[config.mk]
export PLATFORM = sky130hd
export DESIGN_NAME = ex_pipe_regs
export DESIGN_NICKNAME = d
export VERILOG_FILES = /design/src/rtl/ex_pipe_regs_pkg.sv /design/src/rtl/ex_pipe_regs_fwd_mux.sv /design/src/rtl/ex_pipe_regs.sv
export SDC_FILE = /design/constraint.sdc
export NUM_CORES = 1
export LEC_CHECK = 0
export CELL_PAD_IN_SITES_DETAIL_PLACEMENT = 0
export CELL_PAD_IN_SITES_GLOBAL_PLACEMENT = 1
export CORE_UTILIZATION = 35
export DETAILED_ROUTE_END_ITERATION = 8
export MAX_ROUTING_LAYER = met4
export PLACE_DENSITY = 0.87
export SLEW_MARGIN = 10
export SYNTH_ARGS = -nofsm -noshare
export SYNTH_HDL_FRONTEND = slang
export SYNTH_HIERARCHICAL = 1
export SYNTH_SLANG_ARGS = --single-unit
[constraint.sdc]
create_clock -name clk -period 10.35 [get_ports clk]
set_clock_uncertainty 0.05 [all_clocks]
set_input_delay 2.07 -clock clk [delete_from_list [all_inputs] [get_ports clk]]
set_output_delay 2.07 -clock clk [all_outputs]
set_load 0.01 [all_outputs]
[src/rtl/ex_pipe_regs_pkg.sv]
// Shared definitions for the EX-stage pipeline registers: ALU control field
// layout, lane-width codes, function codes and the register-file address width.
package ex_pipe_regs_pkg;

  localparam int REG_ADDR_WIDTH = 5;

  localparam int OPCODE_W   = 6;
  localparam int WW_W       = 2;
  localparam int FUNC_W     = 6;
  localparam int ALU_CTRL_W = OPCODE_W + WW_W + FUNC_W;

  localparam int FUNC_LSB   = 0;
  localparam int WW_LSB     = FUNC_LSB + FUNC_W;
  localparam int OPCODE_LSB = WW_LSB + WW_W;

  localparam logic [OPCODE_W-1:0] OP_VALU = 6'b101010;

  typedef enum logic [WW_W-1:0] {
    WW_8  = 2'b00,
    WW_16 = 2'b01,
    WW_32 = 2'b10,
    WW_64 = 2'b11
  } ww_e;

  typedef enum logic [FUNC_W-1:0] {
    FUNC_VAND  = 6'b000000,
    FUNC_VOR   = 6'b000001,
    FUNC_VXOR  = 6'b000010,
    FUNC_VNOT  = 6'b000011,
    FUNC_VMOV  = 6'b000100,
    FUNC_VADD  = 6'b000101,
    FUNC_VSUB  = 6'b000110,
    FUNC_VMULE = 6'b000111,
    FUNC_VMULO = 6'b001000,
    FUNC_VSLL  = 6'b001001,
    FUNC_VSRL  = 6'b001010,
    FUNC_VSRA  = 6'b001011,
    FUNC_VRTTH = 6'b001100,
    FUNC_VDIV  = 6'b001101,
    FUNC_VMOD  = 6'b001110,
    FUNC_VSQRT = 6'b001111
  } func_e;

  function automatic logic [ALU_CTRL_W-1:0] pack_alu_ctrl(
    input logic [OPCODE_W-1:0] opcode,
    input ww_e                 ww,
    input func_e               func
  );
    return {opcode, ww, func};
  endfunction

endpackage

[src/rtl/ex_pipe_regs_fwd_mux.sv]
// Three-way operand selector: youngest producer (EX) first, then EX/WB,
// then the register-file read data.
module ex_pipe_regs_fwd_mux #(
  parameter int DATA_WIDTH     = 64,
  parameter int REG_ADDR_WIDTH = 5
) (
  input  logic [REG_ADDR_WIDTH-1:0] src_addr,
  input  logic [DATA_WIDTH-1:0]     rf_data,
  input  logic                      ex_wen,
  input  logic [REG_ADDR_WIDTH-1:0] ex_addr,
  input  logic [DATA_WIDTH-1:0]     ex_data,
  input  logic                      wb_wen,
  input  logic [REG_ADDR_WIDTH-1:0] wb_addr,
  input  logic [DATA_WIDTH-1:0]     wb_data,
  output logic [DATA_WIDTH-1:0]     operand
);

  always_comb begin
    // NOTE: default first so every path assigns operand and no latch is inferred.
    operand = rf_data;
    if (ex_wen && (ex_addr == src_addr)) begin
      operand = ex_data;
    end else if (wb_wen && (wb_addr == src_addr)) begin
      operand = wb_data;
    end
  end

endmodule

[src/rtl/ex_pipe_regs.sv]
// ID/EX and EX/WB pipeline registers around the vector ALU, with operand
// forwarding at capture time, stall (hold + bubble) and flush.
module ex_pipe_regs
  import ex_pipe_regs_pkg::*;
#(
  parameter int DATA_WIDTH     = 64,
  parameter int REG_ADDR_WIDTH = ex_pipe_regs_pkg::REG_ADDR_WIDTH
) (
  input  logic                      clk,
  input  logic                      reset,
  input  logic                      id_vld,
  output logic                      id_ready,
  input  logic [DATA_WIDTH-1:0]     id_ra_data,
  input  logic [DATA_WIDTH-1:0]     id_rb_data,
  input  logic [REG_ADDR_WIDTH-1:0] id_ra_addr,
  input  logic [REG_ADDR_WIDTH-1:0] id_rb_addr,
  input  logic [REG_ADDR_WIDTH-1:0] id_rd_addr,
  input  logic [ALU_CTRL_W-1:0]     id_alu_ctrl,
  input  logic                      id_regwrite,
  input  logic [4:0]                id_imme,
  input  logic                      ex_stall,
  input  logic                      ex_flush,
  output logic [DATA_WIDTH-1:0]     ex_ra,
  output logic [DATA_WIDTH-1:0]     ex_rb,
  output logic [ALU_CTRL_W-1:0]     ex_alu_ctrl,
  output logic                      ex2alu_regwrite,
  output logic [4:0]                alu_imme,
  output logic                      ex_vld,
  output logic [REG_ADDR_WIDTH-1:0] ex_rd_addr,
  input  logic [DATA_WIDTH-1:0]     alu_out,
  input  logic                      alu2wb_regwirte,
  output logic                      wb_regwrite,
  output logic [REG_ADDR_WIDTH-1:0] wb_rd_addr,
  output logic [DATA_WIDTH-1:0]     wb_data
);

  logic [DATA_WIDTH-1:0]     ex_ra_q, ex_ra_d, ex_rb_q, ex_rb_d;
  logic [ALU_CTRL_W-1:0]     ex_alu_ctrl_q, ex_alu_ctrl_d;
  logic                      ex_regwrite_q, ex_regwrite_d;
  logic [4:0]                alu_imme_q, alu_imme_d;
  logic                      ex_vld_q, ex_vld_d;
  logic [REG_ADDR_WIDTH-1:0] ex_rd_addr_q, ex_rd_addr_d;
  logic                      wb_regwrite_q, wb_regwrite_d;
  logic [REG_ADDR_WIDTH-1:0] wb_rd_addr_q, wb_rd_addr_d;
  logic [DATA_WIDTH-1:0]     wb_data_q, wb_data_d;
  logic [DATA_WIDTH-1:0]     fwd_ra, fwd_rb;

  ex_pipe_regs_fwd_mux #(.DATA_WIDTH(DATA_WIDTH), .REG_ADDR_WIDTH(REG_ADDR_WIDTH)) u_fwd_a (
    .src_addr (id_ra_addr),
    .rf_data  (id_ra_data),
    .ex_wen   (alu2wb_regwirte),
    .ex_addr  (ex_rd_addr_q),
    .ex_data  (alu_out),
    .wb_wen   (wb_regwrite_q),
    .wb_addr  (wb_rd_addr_q),
    .wb_data  (wb_data_q),
    .operand  (fwd_ra)
  );

  ex_pipe_regs_fwd_mux #(.DATA_WIDTH(DATA_WIDTH), .REG_ADDR_WIDTH(REG_ADDR_WIDTH)) u_fwd_b (
    .src_addr (id_rb_addr),
    .rf_data  (id_rb_data),
    .ex_wen   (alu2wb_regwirte),
    .ex_addr  (ex_rd_addr_q),
    .ex_data  (alu_out),
    .wb_wen   (wb_regwrite_q),
    .wb_addr  (wb_rd_addr_q),
    .wb_data  (wb_data_q),
    .operand  (fwd_rb)
  );

  always_comb begin
    ex_ra_d       = ex_ra_q;
    ex_rb_d       = ex_rb_q;
    ex_alu_ctrl_d = ex_alu_ctrl_q;
    ex_regwrite_d = ex_regwrite_q;
    alu_imme_d    = alu_imme_q;
    ex_vld_d      = ex_vld_q;
    ex_rd_addr_d  = ex_rd_addr_q;
    wb_regwrite_d = 1'b0;
    wb_rd_addr_d  = wb_rd_addr_q;
    wb_data_d     = wb_data_q;
    // A stalled instruction keeps its operands and re-executes; its result is
    // committed only once the stall releases.
    if (!ex_stall) begin
      ex_vld_d      = id_vld & ~ex_flush;
      ex_regwrite_d = id_regwrite & id_vld & ~ex_flush;
      ex_ra_d       = fwd_ra;
      ex_rb_d       = fwd_rb;
      ex_alu_ctrl_d = id_alu_ctrl;
      alu_imme_d    = id_imme;
      ex_rd_addr_d  = id_rd_addr;
      wb_regwrite_d = alu2wb_regwirte;
      wb_rd_addr_d  = ex_rd_addr_q;
      wb_data_d     = alu_out;
    end
  end

  // NOTE: state updates use non-blocking assignments so every flop samples
  // the pre-edge value of the others.
  always_ff @(posedge clk or posedge reset) begin
    if (reset) begin
      ex_ra_q       <= '0;
      ex_rb_q       <= '0;
      ex_alu_ctrl_q <= '0;
      ex_regwrite_q <= 1'b0;
      alu_imme_q    <= '0;
      ex_vld_q      <= 1'b0;
      ex_rd_addr_q  <= '0;
      wb_regwrite_q <= 1'b0;
      wb_rd_addr_q  <= '0;
      wb_data_q     <= '0;
    end else begin
      ex_ra_q       <= ex_ra_d;
      ex_rb_q       <= ex_rb_d;
      ex_alu_ctrl_q <= ex_alu_ctrl_d;
      ex_regwrite_q <= ex_regwrite_d;
      alu_imme_q    <= alu_imme_d;
      ex_vld_q      <= ex_vld_d;
      ex_rd_addr_q  <= ex_rd_addr_d;
      wb_regwrite_q <= wb_regwrite_d;
      wb_rd_addr_q  <= wb_rd_addr_d;
      wb_data_q     <= wb_data_d;
    end
  end

  assign id_ready        = ~ex_stall;
  assign ex_ra           = ex_ra_q;
  assign ex_rb           = ex_rb_q;
  assign ex_alu_ctrl     = ex_alu_ctrl_q;
  assign ex2alu_regwrite = ex_regwrite_q;
  assign alu_imme        = alu_imme_q;
  assign ex_vld          = ex_vld_q;
  assign ex_rd_addr      = ex_rd_addr_q;
  assign wb_regwrite     = wb_regwrite_q;
  assign wb_rd_addr      = wb_rd_addr_q;
  assign wb_data         = wb_data_q;

endmodule

Figure 1. Hierarchy map.
Drawn at 2 px/um. Other cells in grey.
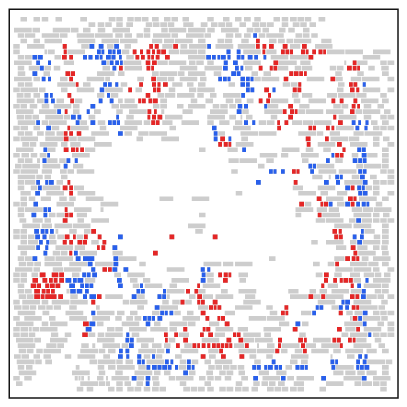
legend:
  `u_fwd_b`:
    colour: blue
    cells: 288
    where: spread over the die
  `u_fwd_a`:
    colour: red
    cells: 287
    where: spread over the die
not coloured: 962

Figure 2. The metal 3 layer.
Drawn at 1.5 px/um. Cells faint in the background.
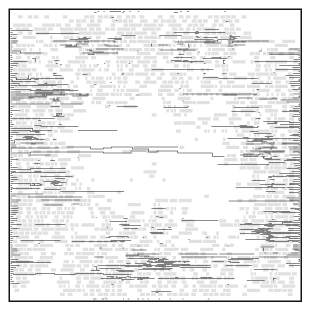
share of all routed wire: 9.4%
longest straight run: 51.1 um
wire length on this layer: 4980 um
nets with wire on the layer: 382
main direction: horizontal

==> stage by stage <==
step                total power, mW  setup WS (ps)  hold WS, ps  instance area, um2
finish                         2.83           4840          430               18200
global route                   2.93           4800          461               18200
CTS                            2.84           4870          436               18200
detailed placement             1.93           4870          422               17400
global placement               1.92           4880          419               17400
floorplan                      1.48           2100          468               12900
==> worst min-delay path, stage by stage, from the launching register on <==
cell,delay (ps)
dfrtp_1,340
nand2_1,50
o21ai_0,60
==> cell type report <==
| cell class | instances | area share |
|---|---|---|
| multi-input combinational | 784 | 0.354 |
| sequential | 224 | 0.308 |
| timing repair buffer | 479 | 0.261 |
| clock buffer | 38 | 0.0415 |
| tap | 461 | 0.0317 |
| clock inverter | 10 | 0.00295 |
| inverter | 2 | 0.000824 |
| antenna | 5 | 0.000687 |
==> metal layers <==
metal / track usage / up-vias / wire, um
met2: 0.431 / 877 / 24100
met1: 0.363 / 6129 / 21200
met4: 0.121 / 0 / 2730
met5: - / - / 0
met3: 0.0571 / 199 / 4980
li1: - / 5274 / -
==> cells in the mapped netlist <==
master and n:
inv_1 2, buf_6 16, or3_1 2, o31ai_1 128
clkbuf_1 82, nor3_2 2, buf_2 24, o21ai_0 2
mux2_2 121, buf_1 8, buf_4 5, and2_1 2
a31oi_1 128, nand4_1 132, nand2b_1 8, or2_1 2
dfrtp_1 224, nand2_1 6, mux2_4 100, nor3_1 128
nor2b_1 7, xnor2_1 14, and4_1 2, buf_8 10
==> final timing paths <==
check                        endpoint  slack [ps]  cells past startpoint
max                          id_ready        4840                      3
min                            ex_vld         430                      2
max reg2reg                 ex_ra[33]        7110                      7
min reg2reg                    ex_vld         430                      2
max in group asynchronous  wb_data[6]        6830                      3
min in group asynchronous   ex_rb[50]        2070                      2
==> Implementation_results.wiki <==
=== Physical design figures ===
{| class="wikitable"
! Metric !! Value
|-
| Outcome || complete, no violations
|-
| Buffers plus inverters on the worst setup path || 3
|-
| Maximum operating frequency || 182 MHz
|-
| Detailed Route WL || 53.1 mm
|-
| Worst setup path startpoint || ex_stall
|-
| Clock H-tree levels || 1
|-
| Post-Synthesis Net Count || 1388
|-
| Non-filler cells, final || 2003
|-
| Worst min-delay path startpoint || ex_vld
|-
| Quantity of hold-fixing buffers added after cts || 0
|-
| Total routing resource utilization after global routing || 0.282
|-
| Post-synthesis instance total || 1155
|-
| Max Cap Viol || 0
|-
| Number of rows in the core area || 69
|-
| Area used by multi-input combinational logic || 6450 um2
|-
| Fillcell total || 3170
|-
| Average size of a mapped cell || 11.1 um2
|-
| CTS root buf || clkbuf_16
|-
| Post-route fraction of the period consumed by the critical path || 0.532
|-
| Post-layout minimum cycle time || 5510 ps
|-
| Required time at the endpoint of the critical path || 8230 ps
|-
| Unrepaired setup endpoints after global routing || false
|-
| Routed WL per cell || 26.5 um
|-
| Clock slew seen by the registers of the worst setup and hold paths || 50 ps
|-
| Port bufs || 457
|-
| Number of setup violations in the final report || 0
|-
| Critical path's top delay family || buffers and inverters
|-
| Synthesis-to-layout area growth || 41.8%
|-
| Pre-antenna DRT Iters || 8
|-
| Chip Area || 37500 um2
|-
| Final RePlAce weighted congestion || 0.904
|-
| Synth Area in XOR/XNOR || 0.00954
|-
| Switching part of the total power || 0.326
|-
| Via count of the first global-routing pass || 12400
|-
| Kind of end point of the critical path || output port
|-
| Dominant cells by area after synthesis || dfrtp_1 (44%), mux2_4 (12%), mux2_2 (11%)
|-
| Comb group || 0.862 mW
|-
| Largest family of logic cells by area || multiplexers
|-
| Total instance count after detailed placement || 1950
|-
| Worst voltage drop across the vdd grid || 0.000158 V
|-
| Hold/Removal Path Class || reg2reg
|-
| I/O pin total || 458
|-
| Sequential power share || 0.377
|-
| PwrDens || 155 nW/um2
|-
| Portion of the post-synthesis area used by sequential elements || 0.436
|-
| Distinct cell type count after synthesis || 24
|-
| Detailed Route Iter0 Violations || 1198
|-
| Area taken by flip-flops and latches || 5610 um2
|-
| Chip width || 194 um
|-
| Highest-delay cell along the critical path || buf_8
|-
| Worst Path Max Fanout || 96
|-
| Initial antenna violation count || 5
|-
| Mux contribution to synthesized area || 0.223
|-
| CTS Buffer Depth || 3
|-
| Post-CTS repair timing setup buffer count || 0
|-
| Number of DRC violations after detailed routing || 0
|-
| Number of warnings in the stage logs || 30
|-
| Worst skew pair latency || 560 ps
|-
| Delay of the slowest cell on the worst path || 560 ps
|-
| Share of the core filled by cells before placement || 0.359
|-
| Final-layout setup total negative slack || 0 ps
|-
| Final Util || 0.509
|-
| Critical Path Source Type || input port
|-
| Critical setup path kind || in2out
|-
| Via-per-instance ratio || 6.23
|-
| Most common library cell in the layout ignoring fill and taps || clkdlybuf4s50_1
|-
| Worst-margin pin slew || 1060 ps
|-
| Area of the core region || 35800 um2
|-
| Synthesized registers || 224
|-
| Cell count in the Yosys report || 1155
|-
| Y dimension of the die || 194 um
|-
| Clock tree sinks || 224
|-
| Complex-gate fraction of the synthesized area || 0.138
|-
| Quantity of gates resized following cts || 0
|-
| Clock network fraction of design power || 0.318
|-
| Vias after detailed routing || 12500
|-
| Ys Warns || 6
|-
| Cts bufs inserted || 27
|-
| Int Pwr || 1.91 mW
|-
| Power in sequential cells || 1.07 mW
|-
| Power consumed by the clock network || 0.902 mW
|-
| Global-route wire length before repair || 80.1 mm
|-
| Top area contributor share || 0.436
|-
| Count of nets left with antenna violations after detail routing || 0
|-
| Synthesis area per yosys || 12900 um2
|-
| Heaviest power group || registers
|-
| Slew margin rel. || 0.292
|-
| Final Max-Slew Violation Tally || 0
|-
| Total congestion overflow after global routing || 0
|-
| Highest-count cells in the layout ignoring fill and taps || clkdlybuf4s50_1 (456), dfrtp_1 (224), nand4_1 (132)
|-
| Summed instance area of the synthesized netlist || 12900 um2
|-
| Total net switching power || 0.924 mW
|-
| TritonCTS clock tree || built
|-
| Adder and majority cell fraction of the synthesized area || 0
|-
| Fraction of final layout cells sized beyond drive strength 1 || 0.195
|-
| Combinational share of power || 0.304
|}
Power and IR drop assume default switching activity.
